Fig. 1: run 1, wiring by layer
Drawn at 6 px/um.
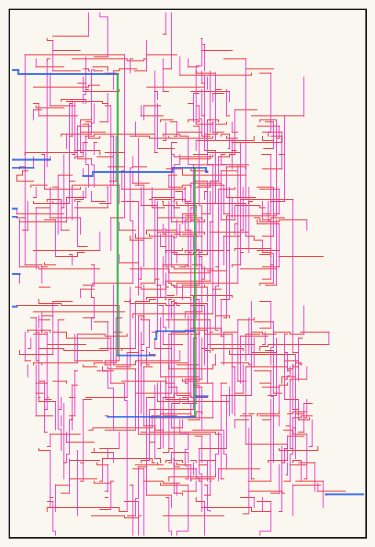
Fig. 2: run 1, local utilization
Drawn at 4 px/um. 6 x 9 tiles, from white (low) to dark blue (high), 0 to 100% covered.
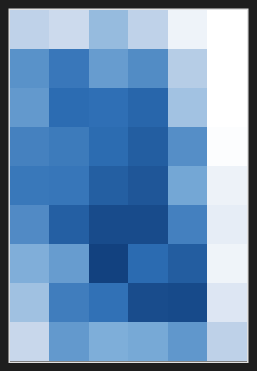
Fig. 3: run 1, the clock network
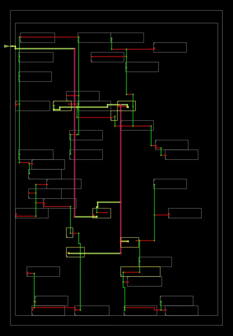
`src/rtl/hl_reset_sequencer.sv`:
```
// hl_reset_sequencer: board-level reset sequencer for Hermes Lite wrappers.
// Qualifies the PLL lock flags, releases NDOM active-low domain resets in
// index order spaced STAGE_CYCLES apart, and re-asserts every reset on lock
// loss or on a host soft-reset request. Lock-loss events are counted.
// Optional watchdog: define HL_RESET_WDOG_EN to build it.
module hl_reset_sequencer #(
    parameter int unsigned NDOM         = 4,
    parameter int unsigned NLOCK        = 1,
    parameter int unsigned LOCK_FILTER  = 16,
    parameter int unsigned STAGE_CYCLES = 1024,
    parameter int unsigned WDOG_CYCLES  = 2**20
) (
    input  logic             clk,
    input  logic             extreset,
    input  logic [NLOCK-1:0] pll_locked,
    input  logic             sw_reset_req,
    input  logic             wdog_kick,
    output logic [NDOM-1:0]  rst_n_out,
    output logic             all_ready,
    output logic [1:0]       seq_state,
    output logic [7:0]       lock_lost_count,
    output logic             wdog_fired
);

    localparam int unsigned FW = $clog2(LOCK_FILTER + 1);
    localparam int unsigned SW = $clog2(STAGE_CYCLES);
    localparam int unsigned IW = (NDOM > 1) ? $clog2(NDOM) : 1;

    localparam logic [FW-1:0] FILT_DONE  = FW'(LOCK_FILTER);
    localparam logic [SW-1:0] STAGE_LAST = SW'(STAGE_CYCLES - 1);
    localparam logic [IW-1:0] IDX_LAST   = IW'(NDOM - 1);

    typedef enum logic [1:0] {
        ST_WAIT_LOCK = 2'd0,
        ST_RELEASE   = 2'd1,
        ST_RUN       = 2'd2,
        ST_DRAIN     = 2'd3
    } state_t;

    state_t           state_q, state_d;
    logic [NLOCK-1:0] sync1_q, sync2_q;
    logic             lock_ok;
    logic [FW-1:0]    filt_q, filt_d;
    logic [SW-1:0]    stage_q, stage_d;
    logic [IW-1:0]    idx_q, idx_d;
    logic [NDOM-1:0]  rst_q, rst_d;
    logic             ready_q, ready_d;
    logic [7:0]       cnt_q, cnt_d;

`ifdef HL_RESET_WDOG_EN
    localparam int unsigned WW = (WDOG_CYCLES > 1) ? $clog2(WDOG_CYCLES) : 1;

    logic [WW-1:0] wdog_q, wdog_d;
    logic          fired_q, fired_d;
    logic          wdog_expire;

    assign wdog_expire = (state_q == ST_RUN) && !wdog_kick &&
                         (wdog_q == WW'(WDOG_CYCLES - 1));
    assign wdog_fired  = fired_q;
`else
    localparam int unsigned UNUSED_WDOG_CYCLES = WDOG_CYCLES;

    logic unused_wdog_kick;

    assign unused_wdog_kick = wdog_kick;
    assign wdog_fired       = 1'b0;
`endif

    assign lock_ok         = &sync2_q;
    assign rst_n_out       = rst_q;
    assign all_ready       = ready_q;
    assign seq_state       = state_q;
    assign lock_lost_count = cnt_q;

    // Two-flop synchronizer for each raw PLL lock flag.
    always_ff @(posedge clk or negedge extreset) begin
        if (!extreset) begin
            sync1_q <= '0;
            sync2_q <= '0;
        end else begin
            sync1_q <= pll_locked;
            sync2_q <= sync1_q;
        end
    end

    // Sequencer state, counters and registered outputs.
    always_ff @(posedge clk or negedge extreset) begin
        if (!extreset) begin
            state_q <= ST_WAIT_LOCK;
            filt_q  <= '0;
            stage_q <= '0;
            idx_q   <= '0;
            rst_q   <= '0;
            ready_q <= 1'b0;
            cnt_q   <= '0;
        end else begin
            state_q <= state_d;
            filt_q  <= filt_d;
            stage_q <= stage_d;
            idx_q   <= idx_d;
            rst_q   <= rst_d;
            ready_q <= ready_d;
            cnt_q   <= cnt_d;
        end
    end

`ifdef HL_RESET_WDOG_EN
    // Watchdog counter and sticky expiry flag.
    always_ff @(posedge clk or negedge extreset) begin
        if (!extreset) begin
            wdog_q  <= '0;
            fired_q <= 1'b0;
        end else begin
            wdog_q  <= wdog_d;
            fired_q <= fired_d;
        end
    end
`endif

    // Next-state logic; lock loss outranks soft reset, which outranks the watchdog.
    always_comb begin
        state_d = state_q;
        filt_d  = filt_q;
        stage_d = stage_q;
        idx_d   = idx_q;
        rst_d   = rst_q;
        cnt_d   = cnt_q;
`ifdef HL_RESET_WDOG_EN
        fired_d = fired_q;
`endif
        unique case (state_q)
            ST_WAIT_LOCK: begin
                rst_d = '0;
                if (!lock_ok || sw_reset_req) begin
                    filt_d = '0;
                end else if (filt_q == FILT_DONE) begin
                    state_d = ST_RELEASE;
                    filt_d  = '0;
                    stage_d = '0;
                    idx_d   = '0;
                end else begin
                    filt_d = filt_q + 1'b1;
                end
            end
            ST_RELEASE, ST_RUN: begin
                if (!lock_ok) begin
                    state_d = ST_WAIT_LOCK;
                    rst_d   = '0;
                    filt_d  = '0;
                    stage_d = '0;
                    idx_d   = '0;
                    cnt_d   = (cnt_q == 8'hFF) ? cnt_q : cnt_q + 8'd1;
                end else if (sw_reset_req) begin
                    state_d = ST_DRAIN;
                    rst_d   = '0;
                    stage_d = '0;
                    idx_d   = '0;
`ifdef HL_RESET_WDOG_EN
                end else if (wdog_expire) begin
                    state_d = ST_DRAIN;
                    rst_d   = '0;
                    stage_d = '0;
                    idx_d   = '0;
                    fired_d = 1'b1;
`endif
                end else if (state_q == ST_RUN) begin
                    rst_d = '1;
                end else if (stage_q == STAGE_LAST) begin
                    stage_d      = '0;
                    rst_d[idx_q] = 1'b1;
                    if (idx_q == IDX_LAST) begin
                        state_d = ST_RUN;
                    end else begin
                        idx_d = idx_q + 1'b1;
                    end
                end else begin
                    stage_d = stage_q + 1'b1;
                end
            end
            ST_DRAIN: begin
                rst_d = '0;
                if (!lock_ok) begin
                    state_d = ST_WAIT_LOCK;
                    stage_d = '0;
                    cnt_d   = (cnt_q == 8'hFF) ? cnt_q : cnt_q + 8'd1;
                end else if (stage_q == STAGE_LAST) begin
                    state_d = ST_WAIT_LOCK;
                    stage_d = '0;
                end else begin
                    stage_d = stage_q + 1'b1;
                end
            end
            default: begin
                state_d = ST_WAIT_LOCK;
                rst_d   = '0;
            end
        endcase

        // all_ready drops on the edge that leaves RUN but rises one cycle after entry.
        ready_d = (state_q == ST_RUN) && (state_d == ST_RUN);

`ifdef HL_RESET_WDOG_EN
        if ((state_q == ST_RUN) && (state_d == ST_RUN)) begin
            wdog_d = wdog_kick ? '0 : wdog_q + 1'b1;
        end else begin
            wdog_d = '0;
        end
`endif
    end

endmodule

```
`config.mk`:
```
export PLATFORM = sky130hd
export DESIGN_NAME = hl_reset_sequencer
export DESIGN_NICKNAME = d
export VERILOG_FILES = /design/src/rtl/hl_reset_sequencer.sv
export SDC_FILE = /design/constraint.sdc
export NUM_CORES = 1
export LEC_CHECK = 0
export ABC_AREA = 1
export CAP_MARGIN = 20
export CORE_ASPECT_RATIO = 1.5
export CORE_UTILIZATION = 40
export CTS_CLUSTER_SIZE = 8
export DETAILED_ROUTE_END_ITERATION = 6
export PLACE_DENSITY_LB_ADDON = 0.25
export RECOVER_POWER = 50
export SLEW_MARGIN = 10
export SYNTH_ARGS = -nofsm -noshare
export SYNTH_HDL_FRONTEND = slang
export SYNTH_SLANG_ARGS = --single-unit
```
`constraint.sdc`:
```
create_clock -name clk -period 1.6 [get_ports clk]
set_clock_uncertainty 0.2 [all_clocks]
set_input_delay 0.32 -clock clk [delete_from_list [all_inputs] [get_ports clk]]
set_output_delay 0.32 -clock clk [all_outputs]
set_load 0.03 [all_outputs]
```
==> flow_summary.ini, run 1 <==
; synthesis and place-and-route metrics
[synth]
ys_cells = 243
ys_top_cells_by_area = dfrtp_1 (43%), nand2_1 (11%), inv_1 (7.1%)
synth.cellmix.simpleShare = 0.286
yosysUniqueCellTypes = 31
async_reset_ff_frac = 1.00
yosys.area.top_type = dfrtp_1

[drt]
highest_layer = met4
drc = 0
wirelength_mm = 4.43
viasPerCell = 4.77
drtPass1Iterations = 4

[run]
warnings = 36
maxCapViolCount = 0

[worst_setup_path]
timing.critical_path.buf_inv = 2
critPathLaunchType = flip-flop
arrival_ns = 1.74
critPathTopFamily = simple AND/OR/NAND/NOR gates
cp.required_ns = 1.63
cp-end-kind = flip-flop
slowest_delay_ns = 0.37
crit_path_frequent_cell = nand2_1

[clocking]
clockBufferDepth = 2
cts_root_buf = clkbuf_8
clock-sinks = 34

[global_route]
antenna_found_initial = 0

[sta]
max_slew_margin = 0.442
finalSetupViolCount = 17
setup-tns-final_ns = -1.11
rsz0062_at_grt = true
fin_ws_ns = -0.110

[finish]
area_growth_pct = 44.2
utilization = 0.614
final_cells = 365

[pwr]
leakage_nw = 1.30

[status]
violations = negative setup slack
status = finished, violations left

[worst_hold_path]
hp-class = flip-flop to flip-flop

[placed_design]
dpl-instance-area_um2 = 2470
Notes on Fig. 1 above:
color	layer	wire length
green	met4	88.4 um
magenta	met2	2450 um
red	met1	1810 um
blue	met3	90.7 um

Notes on Fig. 2 above:
densest ninth of the die	center
fullest tile	93%
mean over tiles	53%
nearly empty tiles	7.4%
tiles over 75% full	26%

Notes on Fig. 3 above:
CTS Buf Count: 5
P_clk: 0.792 mW
clk_lat worst skew: 0.30 ns
CLK BUF: 5
FFs & Latches: 34

[run 1: worst paths after layout]
path	to	slack [ns]	cells past startpoint	from
min in group asynchronous	filt_q[3]	0.39	2	extreset
worst max register to register	all_ready	-0.11	10	stage_q[0]
max in group asynchronous	lock_lost_count[4]	0.23	2	extreset
worst max-delay path	all_ready	-0.11	10	stage_q[0]
worst min register to register	lock_ok	0.15	0	sync1_q
worst min-delay path	lock_ok	0.15	0	sync1_q
[run 1: where the power goes]
| group | switching (mW) | leakage [nW] | internal, mW |
|---|---|---|---|
| clock | 0.333 | 0.0579 | 0.458 |
| sequential | 0.00535 | 0.455 | 0.864 |
| combinational | 0.0396 | 0.785 | 0.0206 |
[run 1: layout make-up]
cell class	count	area, um^2	share of cell area
Clock inverter	3	40.0	0.0141
Multi-Input combinational cell	168	1180	0.418
Timing Repair Buffer	50	432	0.152
Clock buffer	5	68.8	0.0243
Tap cell	64	80.1	0.0283
Sequential cell	34	860	0.303
Inverter	41	169	0.0596
[run 1: registers in the layout, summed over array words and instances (netlist names)]
register and flops:
idx_q 2, filt_q 5, rst_n_out 4, lock_lost_count 8, all_ready 1, lock_ok 1, seq_state 2, stage_q 10
sync1_q 1
[run 1: placed cells by master, fill, tap and decap left out, types with 2 or more instances in the layout]
master           count
inv_1               27
inv_4                3
a21boi_1             2
clkdlybuf4s15_1      2
o21ai_2              3
inv_2               10
nand2_2             12
nand3_1             14
nand3_4              3
ha_4                 4
nand2_4              5
clkbuf_2             2
dlygate4sd2_1        4
xor2_1               3
o22ai_2              2
dfrtp_2              7
xnor2_1              4
nand3_2              3
nand2_1             48
a21oi_2              6
o21ai_1              6
clkinv_2             2
ha_1                 6
buf_4               28
o21ai_0              5
nand4_1              6
nor2_4               8
dfrtp_1             27
buf_6               10
nor2_1              15
clkbuf_8             5
Fig. 4: run 1, floorplan with the power grid
Drawn at 4 px/um. Pins as bars on the die edge. Tap cells in gray.
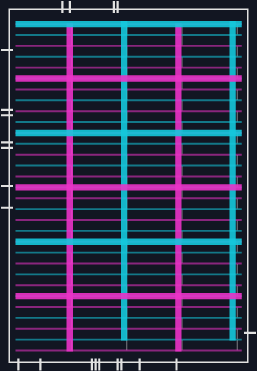

==> run 2: changes to the inputs <==
--- a/config.mk
+++ b/config.mk
@@ -11,7 +11,7 @@
 export CORE_UTILIZATION = 40
 export CTS_CLUSTER_SIZE = 8
 export DETAILED_ROUTE_END_ITERATION = 6
-export PLACE_DENSITY_LB_ADDON = 0.25
+export PLACE_DENSITY_LB_ADDON = 0.12
 export RECOVER_POWER = 50
 export SLEW_MARGIN = 10
 export SYNTH_ARGS = -nofsm -noshare
Fig. 5: run 2, floorplan with the power grid
Drawn at 4 px/um. Pins as bars on the die edge. Tap cells in gray.
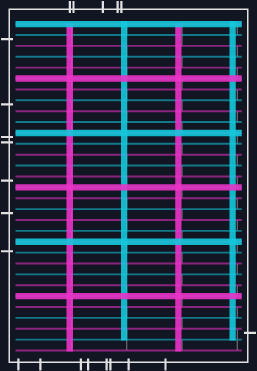
color	net
magenta	VSS
cyan	VDD
signal pins	21
met1 rails	31
rows	30
met5 straps	6

==> run 2 against run 1 <==
The flow still finishes with violations (negative setup slack); highest routed layer unchanged; combinational power up 38%; global-route usage down 0.92 points; maximum frequency up 1.5%; power down 1.0%; final cell count up 4.9%; flip-flop count unchanged; first-iteration DRC count down 7.5%.
==> flow_summary.ini, run 2 <==
; synthesis and place-and-route metrics
[worst_setup_path]
arrival_ns = 1.70
cp.required_ns = 1.62
cp-end-kind = flip-flop
critPathLaunchType = flip-flop
slowest_delay_ns = 0.45
reg2reg_slack_ns = -0.08
reg2reg_to = stage_q[9]
r2r-start = lock_ok
ff2ff_path_depth = 9

[pwr]
swShare = 0.216
pwr-share-comb = 0.049
leakage_nw = 1.42
clkPwrFrac = 0.441
internal_power_mw = 1.34

[sta]
setup-tns-final_ns = -0.751
finalSetupViolCount = 15
max_slew_margin = 0.433
fin_ws_ns = -0.0844
rsz0062_at_grt = true

[finish]
utilization = 0.666
area_growth_pct = 56.4
final_cells = 383
final_cell_mix = buf_4 (45), nand2_1 (43), inv_1 (27), dfrtp_1 (27)
largest_reg_flops = 10
final_common_cell = buf_4
top_register = stage_q

[run]
maxCapViolCount = 0
warnings = 36

[synth]
yosysUniqueCellTypes = 31
ys_cells = 243
yosys.area.top_type = dfrtp_1
ys_top_cells_by_area = dfrtp_1 (43%), nand2_1 (11%), inv_1 (7.1%)
async_reset_ff_frac = 1.00

[drt]
viasPerCell = 4.82
drtPass1Iterations = 4
drc = 0
wirelength_mm = 4.82

[clocking]
cts_made_buffers = 5
cts_root_buf = clkbuf_8
clockBufferDepth = 2

[worst_hold_path]
hold_depth = 0
hp-class = flip-flop to flip-flop
min_to = lock_ok
min-delay-start = sync1_q

[placed_design]
dpl-instance-area_um2 = 2520

[status]
violations = negative setup slack
status = finished, violations left

[global_route]
antenna_found_initial = 0
Fig. 6: run 2, the clock network
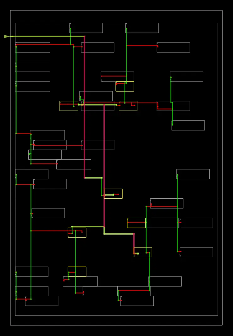
CLK BUF: 8
P_clk: 0.751 mW
clk_lat worst skew: 0.29 ns
clock sinks: 34

[run 2: cell counts after synthesis]
Identical to the previous run, type by type.
[run 2: timing repair]
item	CTS	global route
pin swaps	17	23
buffers inserted	4	11
gates resized	37	73
gates cloned	2	0
endpoints found under the setup margin	31	32
[run 2: worst max path at each step]
stage | startpoint | slack (ns) | endpoint | cells after the start
floorplan | seq_state[0] | -0.04 | stage_q[5] | 8
global placement | sw_reset_req | -0.30 | idx_q[1] | 9
detailed placement | sw_reset_req | -0.31 | idx_q[0] | 9
CTS | stage_q[1] | -0.07 | all_ready | 10
global route | stage_q[1] | -0.20 | all_ready | 10
finish | lock_ok | -0.08 | stage_q[9] | 9
[run 2: layout make-up]
class	instances	area, um^2
Clock buffer	8	110
Multi-Input combinational cell	168	1290
Fill cell	381	1540
Timing Repair inverter	1	5.00
Sequential cell	34	860
Timing Repair Buffer	67	554
Tap cell	64	80.1
Inverter	41	174
[run 2: critical path: cells and delay by family, from the launching register on]
| family | cells | cell delay (ns) |
|---|---|---|
| AND/OR/NAND/NOR | 6 | 0.65 |
| flip-flops | 1 | 0.45 |
| buffers and inverters | 2 | 0.20 |
| AND-OR/OR-AND | 1 | 0.11 |
[run 2: kinds of logic (layout without fill, tap and decap cells)]
logic type,count (synthesis),in the layout,synth area share
simple gates,118,119,0.286
other cells,1,1,0.00191
fa+ha+maj,11,11,0.0700
flops,34,34,0.433
xor+xnor,8,8,0.0356
buf+inv,42,117,0.0847
compound gates,29,29,0.0885
[run 2: power by group through the flow]
stage	clock (mW)	sequential, mW	combinational (mW)
floorplan	0	0.884	0.0204
global placement	0	0.884	0.0608
detailed placement	0	0.884	0.0611
CTS	0.770	0.868	0.0662
global route	0.810	0.869	0.0935
finish	0.751	0.869	0.0831
==> run 3: changes to the inputs <==
--- a/config.mk
+++ b/config.mk
@@ -6,7 +6,6 @@
 export NUM_CORES = 1
 export LEC_CHECK = 0
 export ABC_AREA = 1
-export CAP_MARGIN = 20
 export CORE_ASPECT_RATIO = 1.5
 export CORE_UTILIZATION = 40
 export CTS_CLUSTER_SIZE = 8
Fig. 7: run 3, wiring by layer
Drawn at 6 px/um.
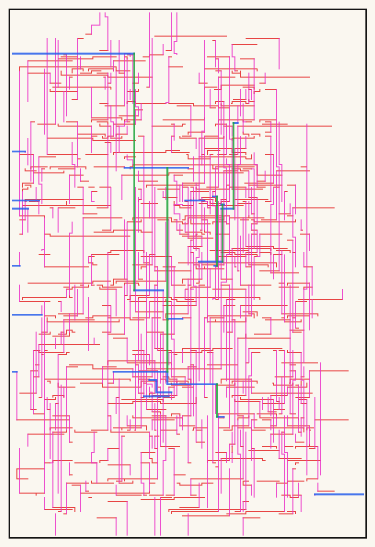
color	layer	wire length
blue	met3	103 um
green	met4	114 um
red	met1	1940 um
magenta	met2	2660 um

Fig. 8: run 3, local utilization
Drawn at 4 px/um. 6 x 9 tiles, from white (low) to dark blue (high), 0 to 100% covered.
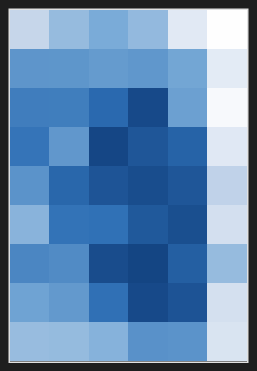
mean over tiles	57%
emptiest ninth of the die	north-east
fullest tile	92%
nearly empty tiles	1.9%
tiles over 75% full	30%
densest ninth of the die	center

==> run 3 against run 2 <==
The flow still finishes with violations (negative setup slack); maximum frequency unchanged; combinational power about the same; power unchanged; wire length unchanged; synthesized cell count unchanged; setup slack unchanged; critical endpoint unchanged; largest cell class unchanged; largest power group unchanged; highest routed layer unchanged.
==> flow_summary.ini, run 3 <==
; synthesis and place-and-route metrics
[worst_setup_path]
cp.required_ns = 1.62
r2r-start = lock_ok
reg2reg_to = stage_q[9]
slowest_delay_ns = 0.45
crit_start = lock_ok

[run]
warnings = 36

[synth]
yosysUniqueCellTypes = 31

[clocking]
cts_root_buf = clkbuf_8
clockBufferDepth = 2
clock_latency_ns = 0.29
cts_made_buffers = 5

[finish]
utilization = 0.666
top_register = stage_q

[status]
status = finished, violations left
violations = negative setup slack

[placed_design]
dpl-instance-area_um2 = 2520

[drt]
drc = 0
viasPerCell = 4.82

[sta]
finalSetupViolCount = 15
fin_ws_ns = -0.0844

[global_route]
antenna_found_initial = 0
## run 3: cell counts after synthesis
Identical to the previous run, type by type.
## run 3: final cells by class
type / instances / area, um^2
fill: 381 / 1540
multi-input combinational: 168 / 1290
sequential: 34 / 860
timing repair buffer: 67 / 554
inverter: 41 / 174
clock buffer: 8 / 110
tap: 64 / 80.1
timing repair inverter: 1 / 5.00
## run 3: routing by layer
layer,GRT usage,vias up,routed length (um)
met5,0,-,0
met1,0.222,885,1940
met3,0.0384,13,103
met2,0.319,25,2660
met4,0.0801,0,114
li1,-,923,-
## run 3: report_power, final
part / switching (mW) / internal (mW)
clock network: 0.316 / 0.435
registers: 0.00510 / 0.864
logic: 0.0459 / 0.0372
## run 3: worst min-delay path by stage
| stage | slack (ns) | start | end | cells past startpoint |
|---|---|---|---|---|
| after floorplan | -0.18 | extreset | all_ready | 0 |
| after global placement | 0.13 | sync1_q | lock_ok | 0 |
| after detailed placement | 0.14 | sync1_q | lock_ok | 0 |
| after CTS | 0.15 | sync1_q | lock_ok | 0 |
| after global routing | 0.16 | sync1_q | lock_ok | 0 |
| final | 0.15 | sync1_q | lock_ok | 0 |
## run 3: cell families (layout without fill, tap and decap cells)
logic type                 after synthesis  count (layout)  share of synthesized area
buffers and inverters                   42             117                     0.0847
and+or+nand+nor                        118             119                      0.286
DFF                                     34              34                      0.433
adders and majority gates               11              11                     0.0700
AOI/OAI and AO/OA                       29              29                     0.0885
xor gates and xnor gates                 8               8                     0.0356
other                                    1               1                    0.00191
## run 3: what timing repair did
item / 4_1_cts / 5_1_grt
buffers inserted: 4 / 11
cloned: 2 / 0
hold buffers: 0 / 0
pin swaps: 17 / 23
endpoints found under the setup margin: 31 / 32
resized: 37 / 73
Power is estimated from default activity; no workload was simulated.
